**Run 1: metal layers overlaid**

Scale: 4 px per µm.
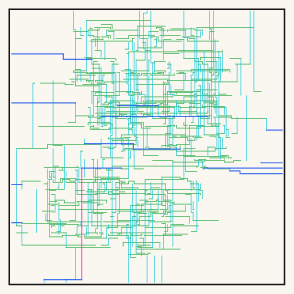
**Run 1: pin map**

Scale: 6 px per µm. Pins as bars across the die edge, other pins in grey.
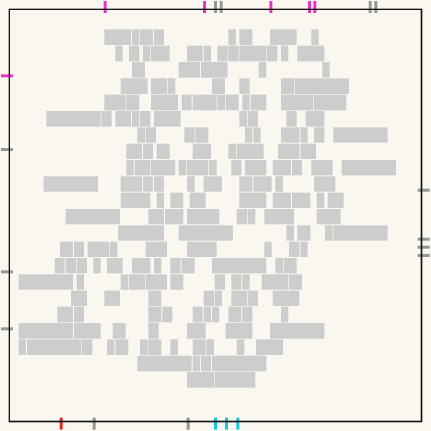
**Run 1: placement by cell class**

Scale: 4 px per µm.
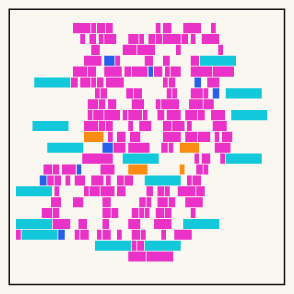
--- src/rtl/time_field_counter_pkg.sv ---
// time_pkg: definitions shared by the clock/calendar field counters.
//   SEL_*        select_item codes naming which field is being adjusted
//   rpt_state_e  states of the button auto-repeat FSM
package time_pkg;

  localparam logic [2:0] SEL_NONE  = 3'b000;
  localparam logic [2:0] SEL_SEC   = 3'b001;
  localparam logic [2:0] SEL_HOUR  = 3'b010;
  localparam logic [2:0] SEL_MIN   = 3'b011;
  localparam logic [2:0] SEL_DAY   = 3'b100;
  localparam logic [2:0] SEL_MONTH = 3'b101;
  localparam logic [2:0] SEL_YEAR  = 3'b110;

  typedef enum logic [1:0] {
    RPT_IDLE,
    RPT_HOLD,
    RPT_REPEAT
  } rpt_state_e;

endpackage

--- src/rtl/time_field_counter_if.sv ---
// time_field_counter_if: signal bundle between the time chain and one field
// counter.
//   en, carry_in    counting enable and ripple carry from the lower field
//   select_item     adjust-target code
//   up, down        adjust buttons (levels, synchronous to clk_1Hz)
//   max_val         inclusive upper bound of the field
//   value           current field value
//   carry_out       one-cycle wrap pulse to the higher field
//   adj_active      field is currently selected for adjustment
// master drives the controls; slave is the field counter.
interface time_field_counter_if #(
  parameter int WIDTH = 6
);
  logic             en;
  logic             carry_in;
  logic [2:0]       select_item;
  logic             up;
  logic             down;
  logic [WIDTH-1:0] max_val;
  logic [WIDTH-1:0] value;
  logic             carry_out;
  logic             adj_active;

  modport master (
    output en, carry_in, select_item, up, down, max_val,
    input  value, carry_out, adj_active
  );

  modport slave (
    input  en, carry_in, select_item, up, down, max_val,
    output value, carry_out, adj_active
  );
endinterface

--- src/rtl/time_field_counter_btn_repeat.sv ---
// btn_repeat: press detection and press-and-hold auto-repeat for the up/down
// adjust buttons of one time field.
//   clk_1Hz, rst_n        field clock, async active-low reset
//   clear_i               field not selected: FSM forced idle, no steps
//   up_i, down_i          button levels
//   step_up_o/step_down_o one-cycle step requests, valid in the cycle whose
//                         edge applies them
//
// state      | meaning
// -----------+--------------------------------------------------------
// RPT_IDLE   | waiting for a fresh press of exactly one button
// RPT_HOLD   | button held, counting toward the first repeat step
// RPT_REPEAT | button still held, stepping every REPEAT_PERIOD edges
module btn_repeat
  import time_pkg::*;
#(
  parameter int REPEAT_DELAY  = 3,
  parameter int REPEAT_PERIOD = 1
) (
  input  logic clk_1Hz,
  input  logic rst_n,
  input  logic clear_i,
  input  logic up_i,
  input  logic down_i,
  output logic step_up_o,
  output logic step_down_o
);

  localparam int RPT_MAX = (REPEAT_DELAY > REPEAT_PERIOD) ? REPEAT_DELAY : REPEAT_PERIOD;
  localparam int CNT_W   = $clog2(RPT_MAX + 1);
  localparam logic [CNT_W-1:0] DELAY_C  = CNT_W'(REPEAT_DELAY);
  localparam logic [CNT_W-1:0] PERIOD_C = CNT_W'(REPEAT_PERIOD);
  localparam logic [CNT_W-1:0] ONE_C    = CNT_W'(1);

  rpt_state_e       state_q, state_d;
  logic [CNT_W-1:0] cnt_q, cnt_d;
  logic             dir_q, dir_d;        // held button: 0 = up, 1 = down
  logic             up_prev_q, down_prev_q;
  logic             armed_q;             // set once a button level has been sampled since reset

  logic both, held_btn, other_btn, press_up, press_down, cnt_hit;

  assign both       = up_i & down_i;
  assign held_btn   = dir_q ? down_i : up_i;
  assign other_btn  = dir_q ? up_i : down_i;
  // A press needs the button seen low at a previous edge; after reset a
  // button that is already held must be released first.
  assign press_up   = armed_q & up_i & ~up_prev_q & ~down_i;
  assign press_down = armed_q & down_i & ~down_prev_q & ~up_i;
  assign cnt_hit    = (state_q == RPT_HOLD) ? (cnt_q >= DELAY_C) : (cnt_q >= PERIOD_C);

  always_ff @(posedge clk_1Hz or negedge rst_n) begin
    if (!rst_n) begin
      state_q     <= RPT_IDLE;
      cnt_q       <= '0;
      dir_q       <= 1'b0;
      up_prev_q   <= 1'b0;
      down_prev_q <= 1'b0;
      armed_q     <= 1'b0;
    end else begin
      state_q     <= state_d;
      cnt_q       <= cnt_d;
      dir_q       <= dir_d;
      // Button history keeps tracking while deselected so that returning
      // with a button still held is not mistaken for a press.
      up_prev_q   <= up_i;
      down_prev_q <= down_i;
      armed_q     <= 1'b1;
    end
  end

  always_comb begin
    state_d = state_q;
    cnt_d   = cnt_q;
    dir_d   = dir_q;
    if (clear_i || both) begin
      state_d = RPT_IDLE;
      cnt_d   = '0;
    end else begin
      case (state_q)
        RPT_IDLE: begin
          if (press_up) begin
            state_d = RPT_HOLD;
            cnt_d   = ONE_C;
            dir_d   = 1'b0;
          end else if (press_down) begin
            state_d = RPT_HOLD;
            cnt_d   = ONE_C;
            dir_d   = 1'b1;
          end
        end
        RPT_HOLD, RPT_REPEAT: begin
          if (held_btn) begin
            if (cnt_hit) begin
              state_d = RPT_REPEAT;
              cnt_d   = ONE_C;
            end else begin
              cnt_d = cnt_q + ONE_C;
            end
          end else if (other_btn) begin
            // released one button while pressing the other: fresh press
            state_d = RPT_HOLD;
            cnt_d   = ONE_C;
            dir_d   = ~dir_q;
          end else begin
            state_d = RPT_IDLE;
            cnt_d   = '0;
          end
        end
        default: begin
          state_d = RPT_IDLE;
          cnt_d   = '0;
        end
      endcase
    end
  end

  always_comb begin
    step_up_o   = 1'b0;
    step_down_o = 1'b0;
    if (!clear_i && !both) begin
      case (state_q)
        RPT_IDLE: begin
          step_up_o   = press_up;
          step_down_o = press_down;
        end
        RPT_HOLD, RPT_REPEAT: begin
          if (held_btn) begin
            if (cnt_hit) begin
              step_up_o   = ~dir_q;
              step_down_o = dir_q;
            end
          end else if (other_btn) begin
            step_up_o   = dir_q;
            step_down_o = ~dir_q;
          end
        end
        default: begin
          step_up_o   = 1'b0;
          step_down_o = 1'b0;
        end
      endcase
    end
  end

endmodule

--- src/rtl/time_field_counter.sv ---
// time_field_counter: adjustable modulo counter for one clock/calendar field.
// Counts on the carry from the lower field, wraps at a runtime bound and
// pulses carry_out for one cycle on wrap; when selected, up/down buttons step
// the value with auto-repeat.
//   clk_1Hz, rst_n  field clock, async active-low reset
//   bus (slave)     en, carry_in, select_item, up, down, max_val in;
//                   value, carry_out (registered), adj_active (comb) out
module time_field_counter
  import time_pkg::*;
#(
  parameter int         WIDTH         = 6,
  parameter int         MIN_VAL       = 0,
  parameter logic [2:0] SELECT_CODE   = SEL_HOUR,
  parameter int         REPEAT_DELAY  = 3,
  parameter int         REPEAT_PERIOD = 1
) (
  input  logic                 clk_1Hz,
  input  logic                 rst_n,
  time_field_counter_if.slave  bus
);

  localparam logic [WIDTH-1:0] MIN_V = WIDTH'(MIN_VAL);
  localparam logic [WIDTH-1:0] ONE_V = WIDTH'(1);

  logic             adj_active;
  logic             step_up, step_down;
  logic [WIDTH-1:0] value_q, value_d;
  logic             carry_q, carry_d;

  assign adj_active     = (bus.select_item == SELECT_CODE);
  assign bus.adj_active = adj_active;
  assign bus.value      = value_q;
  assign bus.carry_out  = carry_q;

  btn_repeat #(
    .REPEAT_DELAY  (REPEAT_DELAY),
    .REPEAT_PERIOD (REPEAT_PERIOD)
  ) u_btn_repeat (
    .clk_1Hz     (clk_1Hz),
    .rst_n       (rst_n),
    .clear_i     (!adj_active),
    .up_i        (bus.up),
    .down_i      (bus.down),
    .step_up_o   (step_up),
    .step_down_o (step_down)
  );

  // Wrap tests use >= / <= so a value left above a lowered bound never
  // increments past it.
  always_comb begin
    value_d = value_q;
    carry_d = 1'b0;
    if (adj_active) begin
      // carries arriving while the field is being set are dropped
      if (step_up) begin
        value_d = (value_q >= bus.max_val) ? MIN_V : value_q + ONE_V;
      end else if (step_down) begin
        value_d = (value_q <= MIN_V) ? bus.max_val : value_q - ONE_V;
      end else if (value_q > bus.max_val) begin
        value_d = bus.max_val;
      end
    end else if (bus.en && bus.carry_in) begin
      if (value_q >= bus.max_val) begin
        value_d = MIN_V;
        carry_d = 1'b1;
      end else begin
        value_d = value_q + ONE_V;
      end
    end else if (value_q > bus.max_val) begin
      value_d = bus.max_val;
    end
  end

  always_ff @(posedge clk_1Hz or negedge rst_n) begin
    if (!rst_n) begin
      value_q <= MIN_V;
      carry_q <= 1'b0;
    end else begin
      value_q <= value_d;
      carry_q <= carry_d;
    end
  end

endmodule

--- src/flat_wrapper.sv ---
// flat-port wrapper written by rule: the top's interface ports become plain ports
module time_field_counter_flat import time_pkg::*;
#(
  parameter int         WIDTH         = 6,
  parameter int         MIN_VAL       = 0,
  parameter logic [2:0] SELECT_CODE   = SEL_HOUR,
  parameter int         REPEAT_DELAY  = 3,
  parameter int         REPEAT_PERIOD = 1
)
  (clk_1Hz, rst_n, bus_en, bus_carry_in, bus_select_item, bus_up, bus_down, bus_max_val, bus_value, bus_carry_out, bus_adj_active);
  time_field_counter_if #(.WIDTH(WIDTH)) bus_i ();
  input  logic clk_1Hz;
  input  logic rst_n;
  input wire logic [$bits(bus_i.en)-1:0] bus_en;
  input wire logic [$bits(bus_i.carry_in)-1:0] bus_carry_in;
  input wire logic [$bits(bus_i.select_item)-1:0] bus_select_item;
  input wire logic [$bits(bus_i.up)-1:0] bus_up;
  input wire logic [$bits(bus_i.down)-1:0] bus_down;
  input wire logic [$bits(bus_i.max_val)-1:0] bus_max_val;
  output wire logic [$bits(bus_i.value)-1:0] bus_value;
  output wire logic [$bits(bus_i.carry_out)-1:0] bus_carry_out;
  output wire logic [$bits(bus_i.adj_active)-1:0] bus_adj_active;
  assign bus_i.en = bus_en;
  assign bus_i.carry_in = bus_carry_in;
  assign bus_i.select_item = bus_select_item;
  assign bus_i.up = bus_up;
  assign bus_i.down = bus_down;
  assign bus_i.max_val = bus_max_val;
  assign bus_value = bus_i.value;
  assign bus_carry_out = bus_i.carry_out;
  assign bus_adj_active = bus_i.adj_active;
  time_field_counter #(.WIDTH(WIDTH), .MIN_VAL(MIN_VAL), .SELECT_CODE(SELECT_CODE), .REPEAT_DELAY(REPEAT_DELAY), .REPEAT_PERIOD(REPEAT_PERIOD)) u_core (.clk_1Hz(clk_1Hz), .rst_n(rst_n), .bus(bus_i));
endmodule
--- config.mk ---
export PLATFORM = sky130hd
export DESIGN_NAME = time_field_counter_flat
export DESIGN_NICKNAME = d
export VERILOG_FILES = /design/src/rtl/time_field_counter_pkg.sv /design/src/rtl/time_field_counter_if.sv /design/src/rtl/time_field_counter_btn_repeat.sv /design/src/rtl/time_field_counter.sv /design/src/flat_wrapper.sv
export SDC_FILE = /design/constraint.sdc
export NUM_CORES = 1
export LEC_CHECK = 0
export CAP_MARGIN = 15
export CORE_UTILIZATION = 35
export CTS_CLUSTER_SIZE = 12
export DETAILED_ROUTE_END_ITERATION = 10
export DONT_BUFFER_PORTS = 1
export GPL_ROUTABILITY_DRIVEN = 0
export GPL_TIMING_DRIVEN = 0
export SETUP_SLACK_MARGIN = 0.5
export SYNTH_ARGS = -nofsm -noshare
export SYNTH_HDL_FRONTEND = slang
export SYNTH_SLANG_ARGS = --single-unit
export TNS_END_PERCENT = 10
--- constraint.sdc ---
create_clock -name clk_1Hz -period 4.8 [get_ports clk_1Hz]
set_clock_uncertainty 0.2 [all_clocks]
set_input_delay 1.2 -clock clk_1Hz [delete_from_list [all_inputs] [get_ports clk_1Hz]]
set_output_delay 1.2 -clock clk_1Hz [all_outputs]
set_load 0.01 [all_outputs]
==> results.txt, run 1 <==
Implementation results

The number of DRC markers in iteration 0 is 60. The clock tree buffer depth is 2. The flip-flop and latch count after synthesis is 15. The startpoint of the worst hold path is u_core.u_btn_repeat.state_q[1].

Per STA, the worst path is made up of nor3b_4. Clock tree synthesis found a total of 15 sinks. The pin count of the biggest net entering global routing is 16.

The flow ran to the end, and the final reports show no timing, DRC or antenna violations. STA puts the critical path data required time at approximately 3.4 ns. The largest vdd supply drop is 0.000218 V.

The clock network accounts for between 10 and 15% of the total power. The post-detailed-route DRC marker count is 0. The launching element type of the critical path is an input pin. The last element of the critical path is bus_adj_active. The leading cell type by number of instances after synthesis is sky130_fd_sc_hd__nand2_1.

The kind of end point of the critical path is an output port. 23 I/O pins were placed. The fraction of final layout cells with drive strength greater than 1 is between 10 and 15%. The final standard cell count with taps included and fillers excluded is between 200 and 250.

In the Yosys report, the sequential cells make up about 24% of the chip area. Dividing the detail-routed via count by the number of cells gives 5.44. The overall track demand over capacity in global routing is about 16%.

The top cell types in the final layout, fill and taps aside, are 22 x sky130_fd_sc_hd__nand2_1, 15 x sky130_fd_sc_hd__dfrtp_1, 14 x sky130_fd_sc_hd__inv_1, 14 x sky130_fd_sc_hd__a21oi_1, 14 x sky130_fd_sc_hd__ha_1. The initial antenna violation count is 0. Hold-check failures listed in the final report amount to 0. The total CTS buffers is 3.

The post-route fraction of the period consumed by the critical path is between 60% and 70%. Endpoints with negative setup slack in the final report add up to 0. The worst hold path endpoint is u_core.u_btn_repeat.state_q[1]. Looking at the critical path, the highest net fanout was 8.

The count of tool warnings is 31. The level count of the clock H-tree is 1. The CTS clock-pin slew for the worst setup and hold paths is 0.06 ns. After layout, the minimum clock period comes to 3.04 ns. The total nets after synthesis is approximately 220. According to the timing report, the critical path is launched from bus_select_item[0]. Setup repair after global routing left no endpoint under its margin. The synthesized netlist has a Yosys-reported chip area of 1550 µm². The area fraction of the dominant cell type after synthesis is 24.3%.

In this run the horizontal extent of the chip is 68.4 µm. The synthesized netlist contains roughly 57 unique library cells. Cell internal power was estimated by the tool at 0.420 mW. The final worst setup slack is 1.76 ns. The number of nets with antenna violations after routing is 0. Per STA, the worst path accumulates the most delay in the family simple AND/OR/NAND/NOR gates. The first global-routing pass estimated 5.52 mm of wire. In this run the tool buffered the top-level ports with 0 buffer cells. The most frequent logic cell in the layout is sky130_fd_sc_hd__nand2_1. In this run the standard cell core region covers a little over 4000 µm².

The core utilization at floorplan is 37.5%. The die boundary height is 68.4 µm. The power report puts the net switching power at 0.347 mW. Once layout is complete, the utilization of the core stands at 40.2%.
-- 'metal layers overlaid' (at the start) --
metal 4: in magenta, wire length 27.9 µm. metal 1: in green, wire length 1670 µm. metal 2: in cyan, wire length 1500 µm. metal 3: in blue, wire length 166 µm.

-- 'pin map' (at the start) --
bus_select_item: in cyan, pins 3, direction input, edge south. clk_1Hz: in red, pins 1, direction input, edge south. bus_max_val: in magenta, pins 6, direction input, edge 5 north, 1 west.
All pins by edge: 9 north, 6 south, 4 east, 4 west.

-- 'placement by cell class' (at the start) --
flops: in cyan, cells 15, share of their area 24%. other buffers and delay cells: in blue, cells 8, share of their area 2.7%. clock drivers and dummy loads: in orange, cells 4, share of their area 2.8%. combinational and other logic: in magenta, cells 164, share of their area 71%.

-- run 1: final cells by class --
class                           instances  area (µm²)
Multi-Input combinational cell        150        1070
Inverter                               14        52.6
Tap cell                               50        62.6
Clock buffer                            4        45.0
Sequential cell                        15         375
Buffer                                  8        42.5
Fill cell                             433        2460
-- run 1: cells by family (layout without fill, tap and decap cells) --
family | after synthesis | count (layout) | share of synthesized area, %
simple gates | 74 | 74 | 26.8
compound gates | 49 | 49 | 23.6
buf+inv | 22 | 26 | 6.15
flops | 15 | 15 | 24.3
fa+ha+maj | 14 | 14 | 11.3
mux | 7 | 7 | 4.70
xor+xnor | 5 | 5 | 2.83
other cells | 1 | 1 | 0.243
-- run 1: per-layer routing --
layer,share of wire [%],up-vias,track usage [%]
met5,0,-,0
met4,0.80,0,3.91
met3,4.9,2,4.67
met2,45,18,24.8
met1,50,616,21.4
li1,-,676,-
-- run 1: flip-flops by register name, summed over array words and instances (netlist names) --
name / count
u_core.u_btn_repeat.state_q: 2
u_core.u_btn_repeat.up_prev_q: 1
u_core.u_btn_repeat.down_prev_q: 1
u_core.u_btn_repeat.armed_q: 1
u_core.u_btn_repeat.dir_q: 1
u_core.u_btn_repeat.cnt_q: 2
u_core.bus.value: 6
u_core.bus.carry_out: 1
-- run 1: power by group through the flow --
stage	sequential [mW]	clock, mW	combinational [mW]
global placement	0.225	0	0.440
global route	0.228	0.119	0.502
detailed placement	0.224	0	0.442
finish	0.221	0.106	0.441
floorplan	0.206	0	0.376
CTS	0.222	0.111	0.445
-- run 1: metrics by stage --
stage	total power, mW	area [µm²]
finish	0.767	1650
CTS	0.777	1650
global route	0.849	1650
global placement	0.664	1610
detailed placement	0.667	1610
floorplan	0.581	1550
## Run 2: what changed since run 1
==> constraint.sdc (replaced) <==
create_clock -name clk_1Hz -period 2.7 [get_ports clk_1Hz]
set_clock_uncertainty 0.2 [all_clocks]
set_input_delay 0.675 -clock clk_1Hz [delete_from_list [all_inputs] [get_ports clk_1Hz]]
set_output_delay 0.675 -clock clk_1Hz [all_outputs]
set_load 0.01 [all_outputs]
**Run 2: pin map**

Scale: 6 px per µm. Pins as bars across the die edge, other pins in grey.
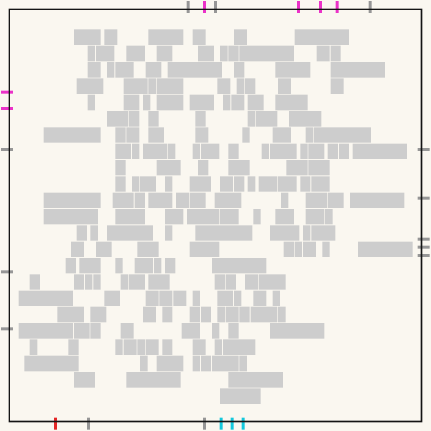
bus_select_item: in cyan, pins 3, direction input, edge south. bus_max_val: in magenta, pins 6, direction input, edge 4 north, 2 west. clk_1Hz: in red, pins 1, direction input, edge south.
All pins by edge: 7 north, 6 south, 5 east, 5 west.

==> run 2 against run 1 <==
  * Cell count rose by 1.7%
  * Combinational power increased by 100%
  * Synthesized cell count stayed put
  * Synthesized area unchanged
  * Design area is 8.6% higher
  * Clock power up 75%
  * Setup slack worse by 1.3 ns
  * Utilization grew 3.4 points
  * Clock-buffer cell count is the same
  * Via count rose by 4.6%
  * Sequential share of layout area fell by 1.5 points
  * Sequential cell count unchanged
  * Critical path type is now register to register
==> results.txt, run 2 <==
Implementation results

Outcome: finished, final reports clean (unchanged). The total nets after synthesis is 216 (unchanged). The fraction of the mapped netlist area in adder cells came to 11.3% (unchanged). The width of the chip came to 68.4 µm (unchanged). The final setup violation count is 0 (unchanged). The final worst setup slack is 0.442 ns (was 1.76 ns). The portion of netlist area occupied by mux cells is 4.70% (unchanged).

The via count normalized by instance count was 5.60 (was 5.44). The clock root buffer is sky130_fd_sc_hd__clkbuf_8 (unchanged). The final instance area is 1790 µm² (was 1650 µm²). The simple-gate share of the synthesized area is 26.8% (unchanged).

The number of sinks driven by the clock tree came to 15 (unchanged). The count of tool warnings was 34 (was 31). The biggest fanout along the worst timing path is 9 (was 8). The total CTS buffers is 3 (unchanged). The main kind of combinational logic by area is simple AND/OR/NAND/NOR gates (unchanged). Most numerous logic cells after layout: 22 x sky130_fd_sc_hd__nand2_1, 12 x sky130_fd_sc_hd__a21oi_1, 11 x sky130_fd_sc_hd__dfrtp_1 (was 22 x sky130_fd_sc_hd__nand2_1, 15 x sky130_fd_sc_hd__dfrtp_1, 14 x sky130_fd_sc_hd__inv_1, 14 x sky130_fd_sc_hd__a21oi_1, 14 x sky130_fd_sc_hd__ha_1). The end of the worst register-to-register path is u_core.bus.value[0] (was u_core.bus.value[2]). The time the worst path needs with I/O delays and setup is 2.26 ns.

The area fraction of the dominant cell type after synthesis was 24.3% (unchanged). The flip-flop count of the largest register after layout came to 6 (unchanged). The clock network power share is 12.4% (was 13.8%). The kind of end point of the critical path is a register (was output port). The internal portion of total power is 0.825 mW (was 0.420 mW).

The family with the most delay on the worst path is flip-flops (was simple AND/OR/NAND/NOR gates). The parity-gate share of the synthesized area counting xor and xnor cells is 2.83% (unchanged). The pin count of the biggest net entering global routing is 16 (unchanged). The largest vdd supply drop is 0.000335 V (was 0.000218 V). The clock tree buffer depth is 2 (unchanged). The number of pins with negative max-slew slack in the final report is 0 (unchanged). The register area share after synthesis came to 24.3% (unchanged). The fraction of power spent switching nets is 44.6% (was 45.2%).

The source of the worst register-to-register timing path was u_core.bus.value[4] (was u_core.bus.value[0]). The number of vias in the routed layout was 1372 (was 1312). The CTS clock-pin slew for the worst setup and hold paths is 0.06 ns (about the same).

The launching element type of the critical path was a register (was input pin). The number of DRC markers in iteration 0 is 72 (was 60). The leading cell type by number of instances after synthesis was sky130_fd_sc_hd__nand2_1 (unchanged). The core outline area is 4120 µm² (unchanged). The number of input and output port buffers inserted was 0 (unchanged). The power spent charging and discharging nets is 0.664 mW (was 0.347 mW). Leading post-synthesis cells by instance count: 22 x sky130_fd_sc_hd__nand2_1, 15 x sky130_fd_sc_hd__dfrtp_1, 14 x sky130_fd_sc_hd__a21oi_1, 14 x sky130_fd_sc_hd__ha_1, 14 x sky130_fd_sc_hd__inv_1 (unchanged). The post-detailed-placement cell area is 1690 µm² (was 1610 µm²).

The count of instantiated cells in the yosys netlist is 187 (unchanged). The core utilization at floorplan is 37.5% (unchanged). The buffer-and-inverter tally for the worst setup path was 2 (was 0). The post-route fraction of the period consumed by the critical path is 83.6%. The final hold violation count is 0 (unchanged).

The initial antenna violation count is 0 (unchanged). The flip-flop and latch count after synthesis is 15 (unchanged). The level count of the clock H-tree is 1 (unchanged). Sequence of cells on the critical path: ha_4 -> nand4_1 -> buf_4 -> o22a_1 -> buf_6 -> nor2_4 -> nor3_1 -> o311a_1 (was nor3b_4).

The total power density per cell area came to 830 nW/µm² (was 464 nW/µm²). The layout filler cell count is 431 (was 433). The most frequent logic cell in the layout was sky130_fd_sc_hd__nand2_1 (unchanged). The global-route wire length before repair was 5.58 mm (was 5.52 mm). The utilization of the core after routing is 43.6% (was 40.2%). The count of distinct cell types in the synthesized netlist is 57 (unchanged).

The number of nets with antenna violations after routing is 0 (unchanged). The total power of the final layout is 1.49 mW (was 0.767 mW). The startpoint of the worst hold path is bus_down (was u_core.u_btn_repeat.state_q[1]).

The die boundary height came to 68.4 µm (unchanged). The post-detailed-route DRC marker count came to 0 (unchanged). RSZ-0062 raised after global routing: yes (was no). The overall track demand over capacity in global routing is 16.0% (was 15.9%). The fraction of final layout cells with drive strength greater than 1 was 22.1% (was 12.0%). The number of ports placed on the die boundary was 23 (unchanged). The number of buffers inserted by post-CTS setup repair was 1 (was 0). The final standard cell count with taps included and fillers excluded came to 245 (was 241).
run 2: kinds of logic (layout without fill, tap and decap cells):
kind of cell,count (synthesis),after routing
AND/OR/NAND/NOR,74,74
AND-OR/OR-AND,49,49
buffers and inverters,22,30
flip-flops,15,15
adder cells (fa/ha/maj),14,14
multiplexers,7,7
XOR/XNOR,5,5
other,1,1
run 2: layer usage:
layer  vias up  share of wire [%]  GRT usage [%]
li1        687                  -              -
met1       659                 50           22.8
met2        24                 45           23.7
met3         2                4.8           4.50
met4         0               0.77           3.13
met5         -                  0              0
run 2: final cells by class:
type / instances / area, µm² / area share, %
plain buffers: 8 / 50.0 / 2.79
clock buffers: 4 / 45.0 / 2.51
inverters: 14 / 72.6 / 4.04
multi-input cells: 150 / 1150 / 64.2
flip-flops and latches: 15 / 380 / 21.2
well taps: 50 / 62.6 / 3.49
repair buffers: 4 / 32.5 / 1.81
run 2: worst max-delay path by stage:
stage / startpoint / end / slack, ns
after detailed placement: bus_select_item[0] / u_core.bus.value[2] / 0.17
after global routing: u_core.bus.value[4] / u_core.bus.value[0] / 0.33
after global placement: bus_select_item[0] / u_core.bus.value[2] / 0.16
after CTS: u_core.bus.value[5] / u_core.bus.value[0] / 0.36
after floorplan: bus_max_val[4] / u_core.bus.value[0] / 0.38
final: u_core.bus.value[4] / u_core.bus.value[0] / 0.44
run 2: power by group through the flow:
stage          registers [mW]  logic (mW)  clock network [mW]
6_report                0.412       0.891               0.185
2_1_floorplan           0.377       0.706                   0
3_5_place_dp            0.410       0.837                   0
3_3_place_gp            0.407       0.831                   0
4_1_cts                 0.411       0.876               0.196
5_1_grt                 0.424        1.00               0.205
## Run 3: what changed since run 2
==> constraint.sdc (replaced) <==
create_clock -name clk_1Hz -period 1.9 [get_ports clk_1Hz]
set_clock_uncertainty 0.2 [all_clocks]
set_input_delay 0.475 -clock clk_1Hz [delete_from_list [all_inputs] [get_ports clk_1Hz]]
set_output_delay 0.475 -clock clk_1Hz [all_outputs]
set_load 0.01 [all_outputs]
**Run 3: pin map**

Scale: 6 px per µm. Pins as bars across the die edge, other pins in grey.
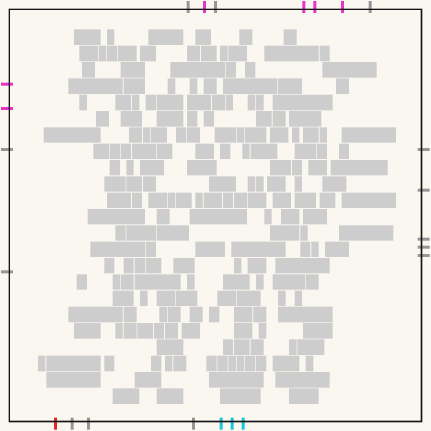
bus_select_item: in cyan, pins 3, direction input, edge south. bus_max_val: in magenta, pins 6, direction input, edge 4 north, 2 west. clk_1Hz: in red, pins 1, direction input, edge south.
All pins by edge: 7 south, 7 north, 5 east, 4 west.

==> run 3 against run 2 <==
  * The flow now finishes with violations (setup timing)
  * Register-to-register slack lost 0.78 ns
  * Sequential share of layout area shrank 1.4 points
  * Global-route usage grew 1.1 points
  * Sequential cell count is the same
  * Worst hold slack lost 0.20 ns
==> results.txt, run 3 <==
Implementation results

Outcome: finished with violations (was finished, final reports clean). The final reports fail on setup timing. Sequence of cells on the critical path: ha_1 -> nand2b_1 -> a21oi_1 -> o22a_1 -> buf_6 -> mux2i_2 -> and3b_1 -> o221ai_2 (was ha_4 -> nand4_1 -> buf_4 -> o22a_1 -> buf_6 -> nor2_4 -> nor3_1 -> o311a_1). The post-route fraction of the period consumed by the critical path was 118% (was 83.6%). The core outline area is 4120 µm² (unchanged). The number of DRC markers in iteration 0 is 80 (was 72). The met1 wire length is 1.82 mm (was 1.73 mm). The width of the chip came to 68.4 µm (unchanged). The met2 wire length came to 1.65 mm (was 1.56 mm). The multi-input combinational cell count is 150 (unchanged).

The largest vdd supply drop is 0.000499 V (was 0.000335 V). The multi-input logic portion of the cell area came to 65.2% (was 64.2%). The number of nets with antenna violations after routing was 0 (unchanged). The source of the worst register-to-register timing path is u_core.bus.value[1] (was u_core.bus.value[4]).

The launching element type of the critical path is a register (unchanged). The final setup violation count is 6 (was 0). The family with the most delay on the worst path was flip-flops (unchanged). The layout filler cell count was 405 (was 431). The clock network power share is 11.4% (was 12.4%).

The buffer-and-inverter tally for the worst setup path is 1 (was 2). The count of distinct cell types in the synthesized netlist is 57 (unchanged). The sequential cell area is 380 µm² (unchanged). The share of final layout cell area taken by clock buffers and inverters is 2.40% (was 2.51%).

The launching element of the worst setup path is u_core.bus.value[1] (was u_core.bus.value[4]). The top metal layer carrying routed signals is met4 (unchanged). The level count of the clock H-tree was 1 (unchanged). The register share of the cell area is 19.8% (was 21.2%). The CTS clock-pin slew for the worst setup and hold paths is 0.07 ns (was 0.06 ns). The overall track demand over capacity in global routing is 17.1% (was 16.0%). The non-clock buffer total of the final layout is 15 (was 12). The area fraction of the dominant cell type after synthesis came to 24.3% (unchanged). The total power density per cell area is 1190 nW/µm² (was 830 nW/µm²). The count of instantiated cells in the yosys netlist is 187 (unchanged). The proportion of final cell area spent on non-clock buffers is 5.72% (was 4.60%). The number of vias in the routed layout was 1387 (was 1372). The end of the worst register-to-register path is u_core.bus.value[5] (was u_core.bus.value[0]). The total nets after synthesis is 216 (unchanged). The clock tree buffer depth came to 2 (unchanged).

RSZ-0062 raised after global routing: yes (unchanged). The count of sequential standard cells came to 15 (unchanged). The time the worst path needs with I/O delays and setup is 2.23 ns (was 2.26 ns). The global routing met3 resource utilization is 4.50% (unchanged). The kind of end point of the critical path is a register (unchanged). The cell class ranked first by area is combinational gates (unchanged). The number of ports placed on the die boundary is 23 (unchanged). The final hold violation count is 0 (unchanged). The post-detailed-route DRC marker count is 0 (unchanged). The number of pins with negative max-slew slack in the final report was 0 (unchanged). The data required time at the worst endpoint is 1.83 ns (was 2.63 ns). The number of signal-net inverters in the final layout was 14 (unchanged). The flip-flop count of the largest register after layout is 6 (unchanged). The internal portion of total power is 1.26 mW (was 0.825 mW). The fraction of power spent switching nets is 44.7% (was 44.6%). The last element of the critical path is u_core.bus.value[5] (was u_core.bus.value[0]). The met2 usage in global routing is 25.2% (was 23.7%).

The most heavily used metal layer in global routing is met2 (unchanged). Leading post-synthesis cells by instance count: 22 x sky130_fd_sc_hd__nand2_1, 15 x sky130_fd_sc_hd__dfrtp_1, 14 x sky130_fd_sc_hd__a21oi_1, 14 x sky130_fd_sc_hd__ha_1, 14 x sky130_fd_sc_hd__inv_1 (unchanged). The most frequent logic cell in the layout is sky130_fd_sc_hd__nand2_1 (unchanged).

The number of input and output port buffers inserted is 0 (unchanged). The clock root buffer is sky130_fd_sc_hd__clkbuf_8 (unchanged). The chip area in the Yosys report came to 1550 µm² (unchanged). The biggest fanout along the worst timing path was 8 (was 9). The fraction of final layout cells with drive strength greater than 1 came to 32.8% (was 22.1%). The multi-input gate area in the final layout is 1260 µm² (was 1150 µm²). The number of well taps is 50 (unchanged).

The number of sinks driven by the clock tree is 15 (unchanged). The die boundary height was 68.4 µm (unchanged). The via count normalized by instance count is 5.59 (was 5.60). The flip-flop and latch count after synthesis came to 15 (unchanged).

The final worst setup slack is -0.335 ns (was 0.442 ns). The register area share after synthesis came to 24.3% (unchanged). The utilization of the core after routing is 46.8% (was 43.6%). The leading cell type by number of instances after synthesis is sky130_fd_sc_hd__nand2_1 (unchanged). The pin count of the biggest net entering global routing is 16 (unchanged). The global-route wire length before repair was 5.92 mm (was 5.58 mm).

The power spent charging and discharging nets is 1.02 mW (was 0.664 mW). The core utilization at floorplan is 37.5% (unchanged). The clock tree buffer count of the final layout was 3 (was 4).
[run 3: per-stage QoR]
stage               instance area (µm²)  hold WS, ns  instances  total power [mW]
detailed placement                 1690      -0.0203        237              1.78
global route                       1930       0.0361        248              2.49
floorplan                          1620      -0.0206        187              1.55
finish                             1930       0.0563        248              2.28
CTS                                1830       0.0480        247              2.19
global placement                   1690      -0.0203        237              1.76
[run 3: cells by family (layout without fill, tap and decap cells)]
group           Yosys count  count (layout)  share of synthesized area, %
other cells               1               1                         0.243
simple gates             74              74                          26.8
flops                    15              15                          24.3
mux                       7               7                          4.70
fa+ha+maj                14              14                          11.3
xor+xnor                  5               5                          2.83
compound gates           49              49                          23.6
buf+inv                  22              33                          6.15
[run 3: worst min-delay path by stage]
stage	start	to	slack [ns]	cells past startpoint
after global routing	bus_up	u_core.u_btn_repeat.up_prev_q	0.04	0
after CTS	bus_up	u_core.u_btn_repeat.up_prev_q	0.05	0
after global placement	rst_n	u_core.u_btn_repeat.up_prev_q	-0.02	0
after floorplan	rst_n	u_core.bus.carry_out	-0.02	0
final	bus_up	u_core.u_btn_repeat.up_prev_q	0.06	0
after detailed placement	rst_n	u_core.u_btn_repeat.up_prev_q	-0.02	0
[run 3: power groups by stage]
stage	registers (mW)	clock network [mW]	logic (mW)
global placement	0.587	0	1.18
detailed placement	0.591	0	1.19
floorplan	0.543	0	1.00
CTS	0.595	0.272	1.33
global route	0.614	0.295	1.58
finish	0.592	0.260	1.43
[run 3: timing repair]
action                                 CTS  global route
setup buffers                            4             1
pin swaps                               10             7
cloned                                   1             0
gates resized                           14            19
setup endpoints to repair               18            34
endpoints found under the hold margin   15             0
hold buffers                             1             0

==> screenshots <==
Cell area per tile.
Scale: 6 px per µm. 7 x 7 tiles, from black (low) to pale yellow (high), 0 to 100% covered.
shot_01.png
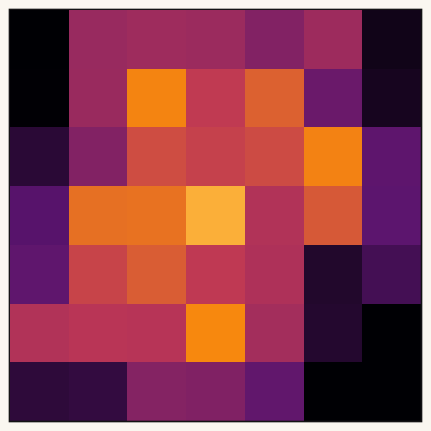
shot_02.png
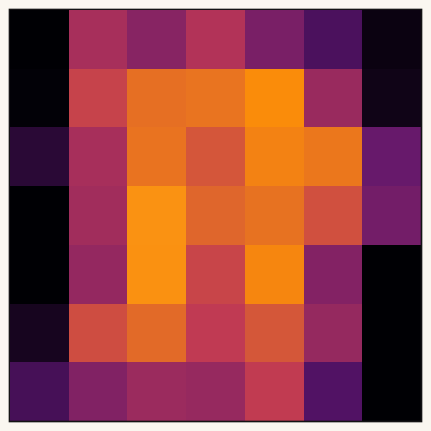
| from | picture |
|---|---|
| run 3 | shot_02.png |
| run 2 | shot_01.png |

Key to shot_01.png:
2.0% of the tiles are over 75% full. 10% of the tiles are nearly empty. The emptiest ninth of the die: south-east. The fullest tile reaches 83%. The densest ninth of the die: centre. The mean over all tiles is 37%.

No activity file was given, so power comes from the tool's default toggle rates.
